===== src/rtl/booth_pkg.sv =====
// Shared types and constants for the radix-2 Booth multiplier controller.
// The moore_decode helper is the single place that maps a state to its registered strobes.
package booth_pkg;

  localparam int N     = 6;
  localparam int CNT_W = 3;

  localparam logic [1:0] ADD_X = 2'b01;
  localparam logic [1:0] SUB_X = 2'b10;

  typedef enum logic [2:0] {
    IDLE,
    LOAD_X,
    LOAD_Y,
    ADD,
    SHIFT,
    OUT_HI,
    OUT_LO
  } state_e;

  typedef struct packed {
    logic ldX;
    logic ldY;
    logic initA;
    logic initYminusOne;
    logic shRA;
    logic shRY;
    logic ldYminusOne;
    logic selL;
    logic selR;
    logic busy;
    logic done;
  } strobes_t;

  // ldA/aBarS are not here: they depend on Y0Yminus1 and are decoded combinationally.
  function automatic strobes_t moore_decode(input state_e s);
    strobes_t o;
    o      = '0;
    o.busy = (s != IDLE);
    case (s)
      LOAD_X: o.ldX = 1'b1;
      LOAD_Y: begin
        o.ldY           = 1'b1;
        o.initA         = 1'b1;
        o.initYminusOne = 1'b1;
      end
      SHIFT: begin
        o.shRA        = 1'b1;
        o.shRY        = 1'b1;
        o.ldYminusOne = 1'b1;
      end
      OUT_HI: o.selL = 1'b1;
      OUT_LO: begin
        o.selR = 1'b1;
        o.done = 1'b1;
      end
      default: o.busy = (s != IDLE);
    endcase
    return o;
  endfunction

endpackage


===== src/rtl/booth_iter_counter.sv =====
// Iteration counter for the Booth loop: clears on load, steps once per shift.
// last_o flags the final iteration (count == N-1).
module booth_iter_counter
  import booth_pkg::*;
(
  input  logic clk,
  input  logic rst,
  input  logic clr_i,
  input  logic inc_i,
  output logic last_o
);

  logic [CNT_W-1:0] cnt_q;

  always_ff @(posedge clk) begin
    if (rst || clr_i) begin
      cnt_q <= '0;
    end else if (inc_i) begin
      cnt_q <= cnt_q + CNT_W'(1);
    end
  end

  assign last_o = (cnt_q == CNT_W'(N - 1));

endmodule


===== src/rtl/booth_controller.sv =====
// Control FSM for the 6-bit radix-2 Booth multiplier datapath.
// Strobes are registered alongside the state; only ldA/aBarS in ADD follow Y0Yminus1 directly.
module booth_controller
  import booth_pkg::*;
(
  input  logic       clk,
  input  logic       rst,
  input  logic       start,
  input  logic [1:0] Y0Yminus1,
  output logic       ldX,
  output logic       ldY,
  output logic       ldA,
  output logic       initA,
  output logic       initYminusOne,
  output logic       aBarS,
  output logic       shRA,
  output logic       shRY,
  output logic       ldYminusOne,
  output logic       selL,
  output logic       selR,
  output logic       busy,
  output logic       done
);

  state_e   state_q, state_d;
  strobes_t strb_q;
  logic     last;
  logic     cnt_clr;
  logic     cnt_inc;

  // The last shift clears the counter instead of stepping it, so it never leaves 0..N-1.
  assign cnt_clr = (state_q == LOAD_Y) || ((state_q == SHIFT) && last);
  assign cnt_inc = (state_q == SHIFT) && !last;

  booth_iter_counter u_cnt (
    .clk    (clk),
    .rst    (rst),
    .clr_i  (cnt_clr),
    .inc_i  (cnt_inc),
    .last_o (last)
  );

  always_comb begin
    state_d = state_q;
    case (state_q)
      IDLE:    if (start) state_d = LOAD_X;
      LOAD_X:  state_d = LOAD_Y;
      LOAD_Y:  state_d = ADD;
      ADD:     state_d = SHIFT;
      SHIFT:   state_d = last ? OUT_HI : ADD;
      OUT_HI:  state_d = OUT_LO;
      OUT_LO:  state_d = IDLE;
      default: state_d = IDLE;
    endcase
  end

  always_ff @(posedge clk) begin
    if (rst) begin
      state_q <= IDLE;
      strb_q  <= '0;
    end else begin
      state_q <= state_d;
      strb_q  <= moore_decode(state_d);
    end
  end

  assign ldA   = (state_q == ADD) && ((Y0Yminus1 == ADD_X) || (Y0Yminus1 == SUB_X));
  assign aBarS = (state_q == ADD) && (Y0Yminus1 == SUB_X);

  assign ldX           = strb_q.ldX;
  assign ldY           = strb_q.ldY;
  assign initA         = strb_q.initA;
  assign initYminusOne = strb_q.initYminusOne;
  assign shRA          = strb_q.shRA;
  assign shRY          = strb_q.shRY;
  assign ldYminusOne   = strb_q.ldYminusOne;
  assign selL          = strb_q.selL;
  assign selR          = strb_q.selR;
  assign busy          = strb_q.busy;
  assign done          = strb_q.done;

endmodule


===== config.mk =====
export PLATFORM = sky130hd
export DESIGN_NAME = booth_controller
export DESIGN_NICKNAME = d
export VERILOG_FILES = /design/src/rtl/booth_pkg.sv /design/src/rtl/booth_iter_counter.sv /design/src/rtl/booth_controller.sv
export SDC_FILE = /design/constraint.sdc
export NUM_CORES = 1
export LEC_CHECK = 0
export ABC_AREA = 1
export CELL_PAD_IN_SITES_DETAIL_PLACEMENT = 1
export CELL_PAD_IN_SITES_GLOBAL_PLACEMENT = 2
export CORE_MARGIN = 4
export CORE_UTILIZATION = 25
export CTS_BUF_LIST = sky130_fd_sc_hd__clkbuf_16
export DETAILED_ROUTE_END_ITERATION = 10
export GPL_TIMING_DRIVEN = 0
export PLACE_DENSITY_LB_ADDON = 0.1
export SLEW_MARGIN = 10
export SYNTH_ARGS = -nofsm -noshare
export SYNTH_HDL_FRONTEND = slang
export SYNTH_HIERARCHICAL = 1
export SYNTH_SLANG_ARGS = --single-unit

===== constraint.sdc =====
create_clock -name clk -period 3.3 [get_ports clk]
set_input_delay 0.66 -clock clk [delete_from_list [all_inputs] [get_ports clk]]
set_output_delay 0.66 -clock clk [all_outputs]
set_load 0.01 [all_outputs]

layers.png
(4 px per um) Only two layers are drawn.
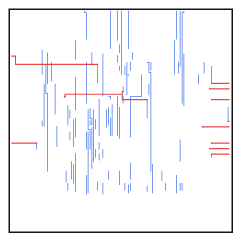
| layer | color | wire length |
|---|---|---|
| M3 | red | 87.3 um |
| M2 | blue | 536 um |

pinout.png
(6 px per um) Pins as bars across the die edge, other pins in gray.
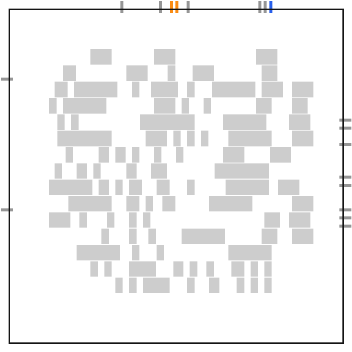
| port | color | pins | direction | edge |
|---|---|---|---|---|
| `shRY` | blue | 1 | output | north |
| `Y0Yminus1` | orange | 2 | input | north |
all pins by edge: 8 north, 8 east, 2 west
quantity of I/O buffers inserted on ports: 17
Die W: 55.41 um

==> flow_metrics.py <==
# Flow results
metrics = {
    "sta": {
        "report.final.slew_viol_count": 0,
        "fin_crit_sh_pct": 82.52,
        "grt_setup_unrepaired": "false",
        "tns_ns": 0,
        "period_minus_slack_ns": 2.723,
        "relSlewSlack_pct": 33.35,
        "timing.fmax_ghz": 0.3672,
        "finClkSkew_ns": 0.001266,
    },
    "critical_path": {
        "cp_data_required_time_ns": 2.64,
        "max_stage_delay_ns": 0.54,
        "worst_setup_path_start_kind": "primary input",
        "r2r_setup_slack_ns": 1.48,
        "timing.rr.start": "u_cnt/cnt_q[1]",
        "startpoint": "Y0Yminus1[0]",
        "critical-path-top-cell-by-count": "clkdlybuf4s50_1",
        "family_with_the_most_delay_on_the_worst_path": "buffers and inverters",
        "endpoint_kind": "output port",
        "crit_type": "in -> out",
        "critical_path.max_fanout": 1,
        "ff_to_ff_end": "u_cnt/cnt_q[2]",
    },
    "yosys": {
        "ys_types": 16,
        "post_synth_fa_ha_maj_area_fraction_pct": 6.682,
        "yosysChipArea_um2": 561.8,
        "yosysTopAreaCell": "dfxtp_1",
        "mux_share_pct": 0,
        "synth_flops": 12,
        "yosysCellCount": 76,
        "mappedNetlistNets": 84,
        "synth.area.top_cells": "dfxtp_1, nand2_1, nor2_1, buf_4, ha_1",
        "postSynthSeqShare_pct": 42.76,
        "aoi_share_pct": 2.673,
        "number_of_instances_in_the_synthesized_netlist": 76,
    },
    "power": {
        "p_total_uw": 423.1,
        "powerDensity_mw_per_mm2": 501.0,
        "leakage_uw": 0.0003925,
    },
    "detailed_routing": {
        "avg_wl_per_cell_um": 9.444,
        "drcViolationCount": 0,
        "drtPass1Iterations": 4,
        "drt_iter0_markers": 9,
        "postRouteWirelength_mm": 1.171,
        "vias_per_cell": 4.097,
        "vias": 508,
    },
    "cells_and_area": {
        "fin_nets": 106,
        "areaGrowthSynthToFinish_pct": 50.33,
        "antenna_cells": 0,
        "lay_top_cells": "clkdlybuf4s50_1, nand2_1, nor2_1, dfxtp_1, inv_1",
        "layout_top_cell": "clkdlybuf4s50_1",
    },
    "global_routing": {
        "grt_pass1_wl_mm": 2.083,
        "groute.usage.overall_pct": 8.514,
        "grt.overflow.total": 0,
    },
    "clock_tree": {
        "cts.sink_count": 12,
        "h-tree-depth": 1,
        "cts-resized-gates": 0,
        "clock_latency_ns": 0.24,
        "cts-buffers-inserted": 3,
        "postCtsSetupRepairBufs": 0,
        "cts-root-buf": "clkbuf_16",
    },
    "run_status": {
        "outcome": "finished, final reports clean",
    },
    "floorplanning": {
        "core_util_floorplan_pct": 27.51,
        "ioPinCount": 18,
    },
    "job": {
        "tool_warnings": 27,
    },
    "min_path": {
        "min_from": "u_cnt/cnt_q[1]",
        "hold-path-cell-count": 2,
    },
}
clock_wires.png
(8 px per um)
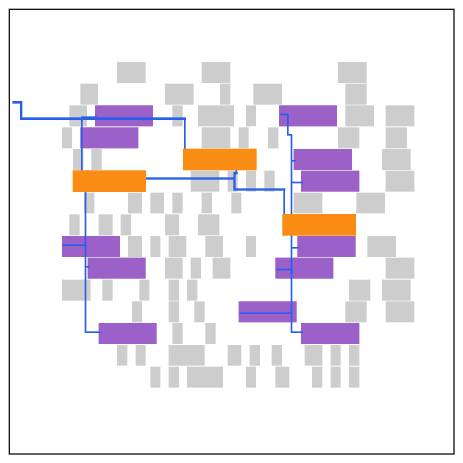
[clock wires] blue | length: 149 um
[flip-flops] purple | count: 12
[clock-net drivers] orange | count: 3
routed clock nets: 4
clock network fraction of design power: 50.9%
P_clk: 216 uW

==> stage by stage <==
stage | utilization [%] | cell area [um^2] | worst slack, ns | hold slack (ns) | instances
finish | 41.36 | 844.6 | 0.5768 | 0.5010 | 124
floorplan | - | 561.8 | 1.505 | 0.4665 | 76
global placement | 37.50 | 765.7 | 0.5717 | 0.4843 | 120
global route | 41.36 | 844.6 | 0.4958 | 0.5327 | 124
CTS | 41.36 | 844.6 | 0.5627 | 0.5044 | 124
detailed placement | 37.50 | 765.7 | 0.5641 | 0.4995 | 120
==> worst min-delay path, stage by stage (launching register included) <==
cell and delay (ns):
dfxtp_1 0.32, nor2_1 0.09, nor2_1 0.05
==> per-layer routing <==
layer	share of wire, %	vias up	track usage [%]
met5	0	-	0
met4	0	0	2.083
met3	7.4	0	4.429
met2	46	13	14.02
met1	47	219	9.664
li1	-	276	-
==> synth_stat cells <==
master    count
ha_1          3
nor2_1       12
nand2_1      14
dfxtp_1      12
a21oi_1       3
nand3b_1      1
nand4_1       2
nand3_1       4
clkbuf_1      1
nand3_2       1
nor4_1        2
nor2_2        1
inv_1         9
buf_4         5
inv_2         4
nand2_2       2
==> registers in the layout (all words and copies together), names as in the netlist <==
signal,cells
busy,1
done,1
ldX,1
ldY,1
selL,1
shRA,1
state_q,3
u_cnt/cnt_q,3
==> final cells by class <==
class | count | area, um^2 | share of cell area (%)
clock buffer | 3 | 75.07 | 8.889
inverter | 13 | 48.80 | 5.778
buffer | 6 | 41.29 | 4.889
clock inverter | 1 | 3.754 | 0.4444
timing repair buffer | 17 | 170.2 | 20.15
multi-input combinational | 45 | 231.5 | 27.41
sequential | 12 | 240.2 | 28.44
tap | 27 | 33.78 | 4.000
==> power breakdown <==
part           switching [uW]  internal [uW]
Clock                    56.7            159
Combinational            23.4           25.6
Sequential               6.01            153
Total                    86.1            337
Power figures rest on the tool's default switching activity, not on a simulated workload.
